[config.mk]
export PLATFORM = sky130hd
export DESIGN_NAME = preg_execute_skid
export DESIGN_NICKNAME = d
export VERILOG_FILES = /design/src/rtl/pipe_pkg.sv /design/src/rtl/preg_skid.sv /design/src/rtl/preg_execute_skid.sv
export SDC_FILE = /design/constraint.sdc
export NUM_CORES = 1
export LEC_CHECK = 0
export CORE_MARGIN = 8
export CORE_UTILIZATION = 35
export DETAILED_ROUTE_END_ITERATION = 8
export SYNTH_ARGS = -nofsm -noshare
export SYNTH_HDL_FRONTEND = slang
export SYNTH_HIERARCHICAL = 1
export SYNTH_SLANG_ARGS = --single-unit
[constraint.sdc]
create_clock -name i_clk -period 2 [get_ports i_clk]
set_input_delay 0.4 -clock i_clk [delete_from_list [all_inputs] [get_ports i_clk]]
set_output_delay 0.4 -clock i_clk [all_outputs]
set_load 0.03 [all_outputs]
[src/rtl/pipe_pkg.sv]
// Shared pipeline types: the execute-stage payload and the skid-buffer state encoding.
package pipe_pkg;

    localparam int PKG_DATA_W    = 64;
    localparam int PKG_ADDR_W    = 64;
    localparam int PKG_REG_ADDR_W = 5;
    localparam int PKG_RES_SRC_W = 3;

    typedef struct packed {
        logic [PKG_RES_SRC_W-1:0]  result_src;
        logic                      mem_we;
        logic                      reg_we;
        logic [PKG_ADDR_W-1:0]     pc_plus4;
        logic [PKG_ADDR_W-1:0]     pc_target;
        logic [PKG_DATA_W-1:0]     imm_ext;
        logic [PKG_DATA_W-1:0]     alu_result;
        logic [PKG_DATA_W-1:0]     write_data;
        logic [PKG_REG_ADDR_W-1:0] rd_addr;
    } ex_payload_t;

    localparam int EX_PAYLOAD_W = $bits(ex_payload_t);

    typedef enum logic [1:0] {
        EMPTY = 2'd0,
        ONE   = 2'd1,
        FULL  = 2'd2
    } skid_state_t;

endpackage : pipe_pkg

[src/rtl/preg_skid.sv]
// Generic 2-slot skid buffer: registered ready, main slot drives the output,
// skid slot absorbs the one beat accepted while downstream stalls.
module preg_skid
    import pipe_pkg::*;
#(
    parameter int WIDTH = 8
) (
    input  logic             i_clk,
    input  logic             i_arstn,
    input  logic             i_flush,
    input  logic             i_valid,
    output logic             o_ready,
    input  logic [WIDTH-1:0] i_data,
    output logic             o_valid,
    input  logic             i_ready,
    output logic [WIDTH-1:0] o_data
);

    skid_state_t      state_q, state_d;
    logic [WIDTH-1:0] main_q, main_d;
    logic [WIDTH-1:0] skid_q, skid_d;
    logic             ready_q;
    logic             push, pop;

    assign o_valid = (state_q != EMPTY);
    assign o_ready = ready_q;
    assign o_data  = main_q;
    assign push    = i_valid & ready_q;
    assign pop     = o_valid & i_ready;

    always_comb begin
        state_d = state_q;
        main_d  = main_q;
        skid_d  = skid_q;
        case (state_q)
            EMPTY: begin
                if (push) begin
                    state_d = ONE;
                    main_d  = i_data;
                end
            end
            ONE: begin
                if (push && pop) begin
                    main_d = i_data;
                end else if (pop) begin
                    state_d = EMPTY;
                end else if (push) begin
                    state_d = FULL;
                    skid_d  = i_data;
                end
            end
            FULL: begin
                if (pop) begin
                    state_d = ONE;
                    main_d  = skid_q;
                end
            end
            default: state_d = EMPTY;
        endcase
        // Squash wins over any concurrent push or pop; stale data bits are harmless.
        if (i_flush) begin
            state_d = EMPTY;
        end
    end

    always_ff @(posedge i_clk or negedge i_arstn) begin
        if (!i_arstn) begin
            state_q <= EMPTY;
            main_q  <= '0;
            skid_q  <= '0;
            ready_q <= 1'b1;
        end else begin
            state_q <= state_d;
            main_q  <= main_d;
            skid_q  <= skid_d;
            ready_q <= (state_d != FULL);
        end
    end

endmodule : preg_skid

[src/rtl/preg_execute_skid.sv]
// Execute-to-memory pipeline register: packs the execute payload through a skid
// buffer and gates the write enables with the output valid.
module preg_execute_skid
    import pipe_pkg::*;
#(
    parameter int DATA_WIDTH = PKG_DATA_W,
    parameter int ADDR_WIDTH = PKG_ADDR_W,
    parameter int REG_ADDR_W = PKG_REG_ADDR_W,
    parameter int RES_SRC_W  = PKG_RES_SRC_W
) (
    input  logic                  i_clk,
    input  logic                  i_arstn,
    input  logic                  i_valid,
    output logic                  o_ready,
    input  logic                  i_flush,
    input  logic [RES_SRC_W-1:0]  i_result_src,
    input  logic                  i_mem_we,
    input  logic                  i_reg_we,
    input  logic [ADDR_WIDTH-1:0] i_pc_plus4,
    input  logic [ADDR_WIDTH-1:0] i_pc_target,
    input  logic [DATA_WIDTH-1:0] i_imm_ext,
    input  logic [DATA_WIDTH-1:0] i_alu_result,
    input  logic [DATA_WIDTH-1:0] i_write_data,
    input  logic [REG_ADDR_W-1:0] i_rd_addr,
    output logic                  o_valid,
    input  logic                  i_ready,
    output logic [RES_SRC_W-1:0]  o_result_src,
    output logic                  o_mem_we,
    output logic                  o_reg_we,
    output logic [ADDR_WIDTH-1:0] o_pc_plus4,
    output logic [ADDR_WIDTH-1:0] o_pc_target,
    output logic [DATA_WIDTH-1:0] o_imm_ext,
    output logic [DATA_WIDTH-1:0] o_alu_result,
    output logic [DATA_WIDTH-1:0] o_write_data,
    output logic [REG_ADDR_W-1:0] o_rd_addr
);

    ex_payload_t in_pl;
    ex_payload_t out_pl;
    logic [EX_PAYLOAD_W-1:0] out_vec;

    // Field widths come from the shared payload type; parameters must match it.
    always_comb begin
        in_pl            = '0;
        in_pl.result_src = i_result_src;
        in_pl.mem_we     = i_mem_we;
        in_pl.reg_we     = i_reg_we;
        in_pl.pc_plus4   = i_pc_plus4;
        in_pl.pc_target  = i_pc_target;
        in_pl.imm_ext    = i_imm_ext;
        in_pl.alu_result = i_alu_result;
        in_pl.write_data = i_write_data;
        in_pl.rd_addr    = i_rd_addr;
    end

    preg_skid #(
        .WIDTH (EX_PAYLOAD_W)
    ) u_skid (
        .i_clk   (i_clk),
        .i_arstn (i_arstn),
        .i_flush (i_flush),
        .i_valid (i_valid),
        .o_ready (o_ready),
        .i_data  (in_pl),
        .o_valid (o_valid),
        .i_ready (i_ready),
        .o_data  (out_vec)
    );

    assign out_pl       = ex_payload_t'(out_vec);
    assign o_result_src = out_pl.result_src;
    assign o_pc_plus4   = out_pl.pc_plus4;
    assign o_pc_target  = out_pl.pc_target;
    assign o_imm_ext    = out_pl.imm_ext;
    assign o_alu_result = out_pl.alu_result;
    assign o_write_data = out_pl.write_data;
    assign o_rd_addr    = out_pl.rd_addr;

    // A bubble (including one left by a flush) must never write memory or the register file.
    assign o_mem_we     = out_pl.mem_we & o_valid;
    assign o_reg_we     = out_pl.reg_we & o_valid;

endmodule : preg_execute_skid

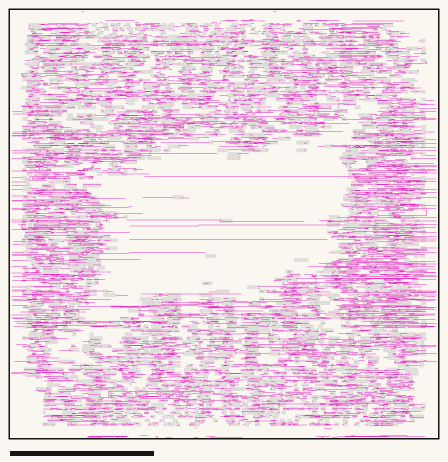
*The metal 1 layer, run 1*
Bar = 100 µm. Cells faint in the background.
share of all routed wire: 40%
longest straight run: 156 µm
main direction: horizontal
nets with wire on the layer: 2,988
wire length on this layer: 33.7 mm
final WL: 84,800 µm
met1 GRT Util: 0.216
total number of vias: 19,200

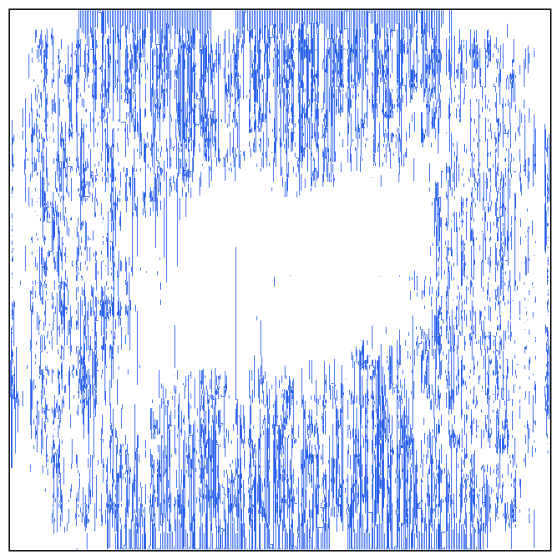
*Metal 2, run 1*
nets with wire on the layer: 2,888
longest straight run: 96.9 µm
main direction: vertical
grt met2 use: 0.333

==> results.yml, run 1 <==
# flow metrics
detailed_routing:
  wl_met1_um: 33700
  wl_met2_um: 43700
  maxUsedRoutingLayer: "met5"
status:
  status: "complete, but fails checks"
  violations: "negative setup slack"
finish:
  nets: 3225
  inv_count: 0
  fill_cells: 7057
  area_delta_synth_final_pct: 40.3
  sh_seq_area: 0.427
  drive_gt1_frac: 0.206
worst_setup_path:
  crit_path_start_kind: "flip-flop"
  worstPathRequired_ps: 1600
  path_depth: 4
  crit_fanout: 3
  r2r_cells: 7
  r2r_start: "u_skid/state_q[1]"
  crit_start: "u_skid/state_q[1]"
clocking:
  cts_root_buf: "clkbuf_16"
  ctsHoldBuffers: 1
  cts_buffers: 75
power:
  p_comb_mw: 9.75
  leakage_nw: 19.3
  clk-power_mw: 13.8
  power.density_nw_per_um2: 1080
  top_power_group: "registers"
  p_int_mw: 29.3
hold_path:
  min_path_type: "in -> async"
timing:
  fmax_mhz: 487
  hold_violations: 0
  tns_ps: -378
  report.final.setup_viol: 18
  slew_viol_final: 0
  fin_worst_skew_ps: 23.2
  fin_crit_sh: 1.03
  postLayoutSetupSlackWorst_ps: -52.3
synth:
  yosysWarnings: 6
  ys_sh_mux: 0.253
  floorplan.nets: 2482
  ys_top_cells_by_count: "dfrtp_1 (662), nand2_1 (332), mux2_2 (330), mux2i_1 (330), o21ai_0 (246)"
  yosys.area.top_type_share: 0.598
  synth-seq-cells: 663
  netlist_instances: 2147
floorplanning:
  dieWidth_um: 297
  dieArea_um2: 88500
global_routing:
  grt-ovfl-total: 0
  grt_pass1_vias: 21000
flow_run:
  warning_count: 28
place:
  place.detailed.instances: 3836
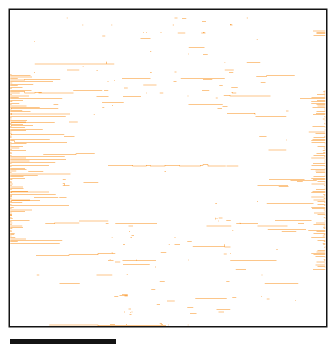
*Metal 3, run 1*
Bar = 100 µm.
share of all routed wire: 5.1%
longest straight run: 74.5 µm
met3 GRT Util: 0.0416

### Metal 4, run 1

Bar = 100 µm.
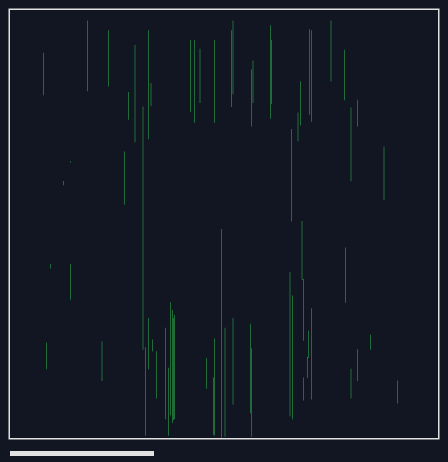

==> run 2: changes to the inputs <==
==> constraint.sdc (replaced) <==
create_clock -name i_clk -period 2.4 [get_ports i_clk]
set_input_delay 0.48 -clock i_clk [delete_from_list [all_inputs] [get_ports i_clk]]
set_output_delay 0.48 -clock i_clk [all_outputs]
set_load 0.03 [all_outputs]
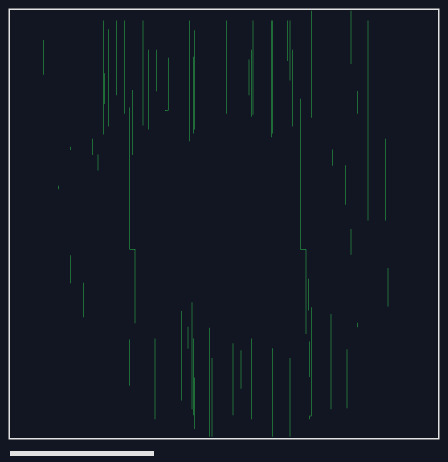
*Metal 4, run 2*
Bar = 100 µm.
wire length on this layer: 2,970 µm
nets with wire on the layer: 45
total number of vias: 18,900
final WL: 81,700 µm

==> run 2 against run 1 <==
  * The flow now finishes without violations
  * Critical endpoint is now o_mem_we
  * Critical path type unchanged
  * Sequential power shrank 16%
  * Sequential share of layout area grew 0.52 points
  * Count of clock-buffer cells in the layout is the same
  * Highest routed layer unchanged
  * Non-clock buffer count decreased by 49
  * Largest cell class unchanged
  * First-iteration DRC count rose by 12%
  * Largest power group unchanged
  * Synthesized area is the same
  * Clock skew about the same
==> results.yml, run 2 <==
# flow metrics
finish:
  largestClassByArea: "registers"
  inv_count: 0
  fill_cells: 6949
  drive_gt1_frac: 0.191
  area_delta_synth_final_pct: 38.6
  nets: 3176
  sh_seq_area: 0.432
global_routing:
  grt_pass1_vias: 20700
  grt_pass1_wl_um: 126000
  busiest_layer: "met2"
  grt_util_met2: 0.318
  grt_use_met3: 0.0441
  grt-ovfl-total: 0
floorplanning:
  dieWidth_um: 297
  rows: 103
  dieArea_um2: 88500
power:
  power.density_nw_per_um2: 927
  p_int_mw: 25.0
  p_comb_mw: 8.57
  leakage_nw: 18.2
  clk-power_mw: 11.7
  p_switching_mw: 10.6
  top_power_group: "registers"
clocking:
  clk_pin_slew_ps: 60
  clk_latency_ps: 610
  ctsHoldBuffers: 1
  numClockSinks: 663
  cts_buffers: 75
  cts_root_buf: "clkbuf_16"
detailed_routing:
  maxUsedRoutingLayer: "met5"
  wl_met2_um: 42300
  wl_met1_um: 32000
synth:
  yosysMostFrequentCell: "dfrtp_1"
  ys_top_cells_by_count: "dfrtp_1 (662), nand2_1 (332), mux2_2 (330), mux2i_1 (330), o21ai_0 (246)"
  ys_sh_adder: 0
  ys_async_sr_fraction: 1.00
  syn_area_um2: 27700
  synth-seq-cells: 663
  ys.flop_type: "dfrtp_1"
  netlist_instances: 2147
  yosys.area.top_type_share: 0.598
  floorplan.nets: 2482
  yosysWarnings: 6
  ys_sh_mux: 0.253
flow_run:
  warning_count: 26
status:
  status: "complete, no violations"
worst_setup_path:
  slowest_delay_ps: 480
  crit_path_start_kind: "flip-flop"
  path_depth: 4
  r2r_cells: 5
  cp_top_family: "flip-flops"
  crit_start: "u_skid/state_q[1]"
  crit_chain: "or2_1, buf_4, and2_1, buf_12"
  r2r_start: "u_skid/o_ready"
  worstPathRequired_ps: 1920
  crit_fanout: 7
timing:
  worst_pin_slew_ps: 506
  fin_crit_sh: 0.959
  fmax_mhz: 434
  fin_worst_skew_ps: 23.5
  grt_setup_unrepaired: "no"
  report.final.setup_viol: 0
  hold_violations: 0
  tns_ps: 0
  slew_viol_final: 0
  postLayoutSetupSlackWorst_ps: 98.2
place:
  place.detailed.instances: 3813
hold_path:
  min_path_type: "in -> async"
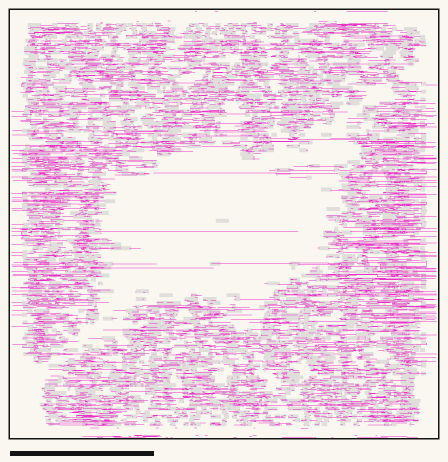
*The metal 1 layer, run 2*
Bar = 100 µm. Cells faint in the background.
longest straight run: 141 µm
nets with wire on the layer: 2,898
share of all routed wire: 39%
met1 GRT Util: 0.206

### Clock nets, run 2

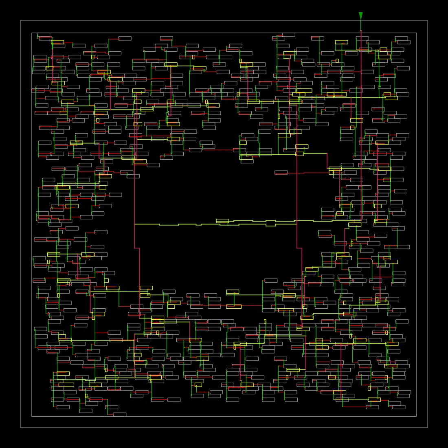

==> run 3: changes to the inputs <==
--- a/config.mk
+++ b/config.mk
@@ -8,6 +8,8 @@
 export CORE_MARGIN = 8
 export CORE_UTILIZATION = 35
 export DETAILED_ROUTE_END_ITERATION = 8
+export HOLD_SLACK_MARGIN = 0.03
+export PLACE_DENSITY_LB_ADDON = 0.08
 export SYNTH_ARGS = -nofsm -noshare
 export SYNTH_HDL_FRONTEND = slang
 export SYNTH_HIERARCHICAL = 1
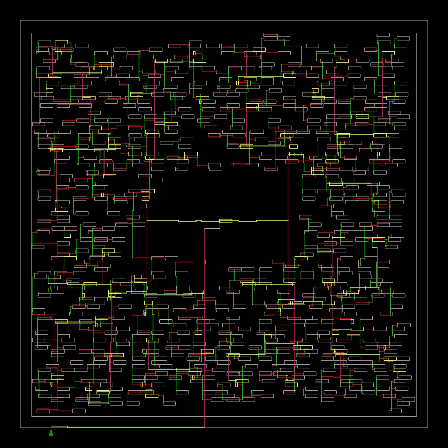
*Clock nets, run 3*
flip-flops: 663
Clock Latency Late Sink: 590 ps
count of clock tree sinks: 663
clock-net power: 10.9 mW
Setup Skew: 19.9 ps

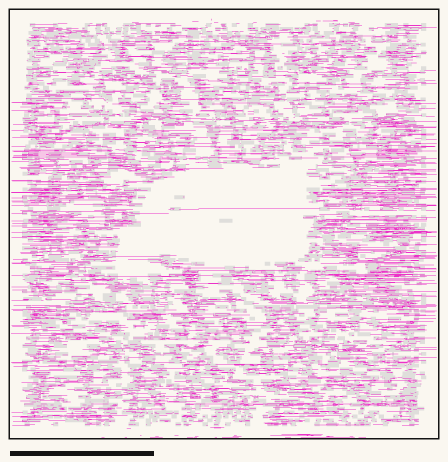
*The metal 1 layer, run 3*
Bar = 100 µm. Cells faint in the background.
total number of vias: 18,800
final WL: 84,300 µm
met1 GRT Util: 0.212

==> run 3 against run 2 <==
  * Global-route usage up 0.71 points
  * Clock power is 7% lower
  * Maximum frequency decreased by 0.49%
  * Register-to-register slack lost 30 ps
  * First-iteration DRC count shrank 8.2%
  * Critical endpoint unchanged
  * Largest cell class unchanged
==> results.yml, run 3 <==
# flow metrics
place:
  place.detailed.instances: 3799
  dp_slack_ps: -174
global_routing:
  grt_pass1_vias: 20300
  grt_use_met3: 0.0559
  grt_pass1_wl_um: 129000
  grt_util_met2: 0.324
  busiest_layer: "met2"
  grt-ovfl-total: 0
synth:
  ys.flop_type: "dfrtp_1"
  syn_area_um2: 27700
  yosysWarnings: 6
  yosysMostFrequentCell: "dfrtp_1"
  floorplan.nets: 2482
  ys_top_cells_by_count: "dfrtp_1 (662), nand2_1 (332), mux2_2 (330), mux2i_1 (330), o21ai_0 (246)"
  synth-seq-cells: 663
  ys_async_sr_fraction: 1.00
  ys_sh_mux: 0.253
  yosys.area.top_type_share: 0.598
finish:
  fill_cells: 7041
  signal_buffers: 749
  nets: 3162
  largestClassByArea: "registers"
  area_delta_synth_final_pct: 37.6
  sh_seq_area: 0.435
  logic_area_um2: 10100
floorplanning:
  rows: 103
  dieArea_um2: 88500
  dieWidth_um: 297
worst_setup_path:
  cp_top_family: "simple AND/OR/NAND/NOR gates"
  slowest_delay_ps: 440
  crit_path_start_kind: "flip-flop"
  path_depth: 3
  r2r_cells: 5
  crit_fanout: 6
  crit_chain: "or2_4, and2_1, clkdlybuf4s15_2"
  crit_start: "u_skid/state_q[0]"
  r2r_start: "u_skid/o_ready"
detailed_routing:
  wl_met1_um: 32700
  drt_pass1_iterations: 4
  wl_met2_um: 43300
  maxUsedRoutingLayer: "met5"
timing:
  slew_viol_final: 0
  postLayoutSetupSlackWorst_ps: 86.9
  hold_violations: 0
  report.final.setup_viol: 0
  tns_ps: 0
  worst_pin_slew_ps: 711
  grt_setup_unrepaired: "no"
  fin_crit_sh: 0.964
clocking:
  htree_levels: 3
  ctsHoldBuffers: 1
  clk_pin_slew_ps: 60
  cts_buffers: 75
  cts_root_buf: "clkbuf_16"
power:
  p_int_mw: 24.4
  power.density_nw_per_um2: 912
  p_switching_mw: 10.4
  p_comb_mw: 8.53
  top_power_group: "registers"
  leakage_nw: 18.0
hold_path:
  min_path_type: "in -> async"
flow_run:
  warning_count: 26
status:
  status: "complete, no violations"
No activity file was given, so power comes from the tool's default toggle rates.
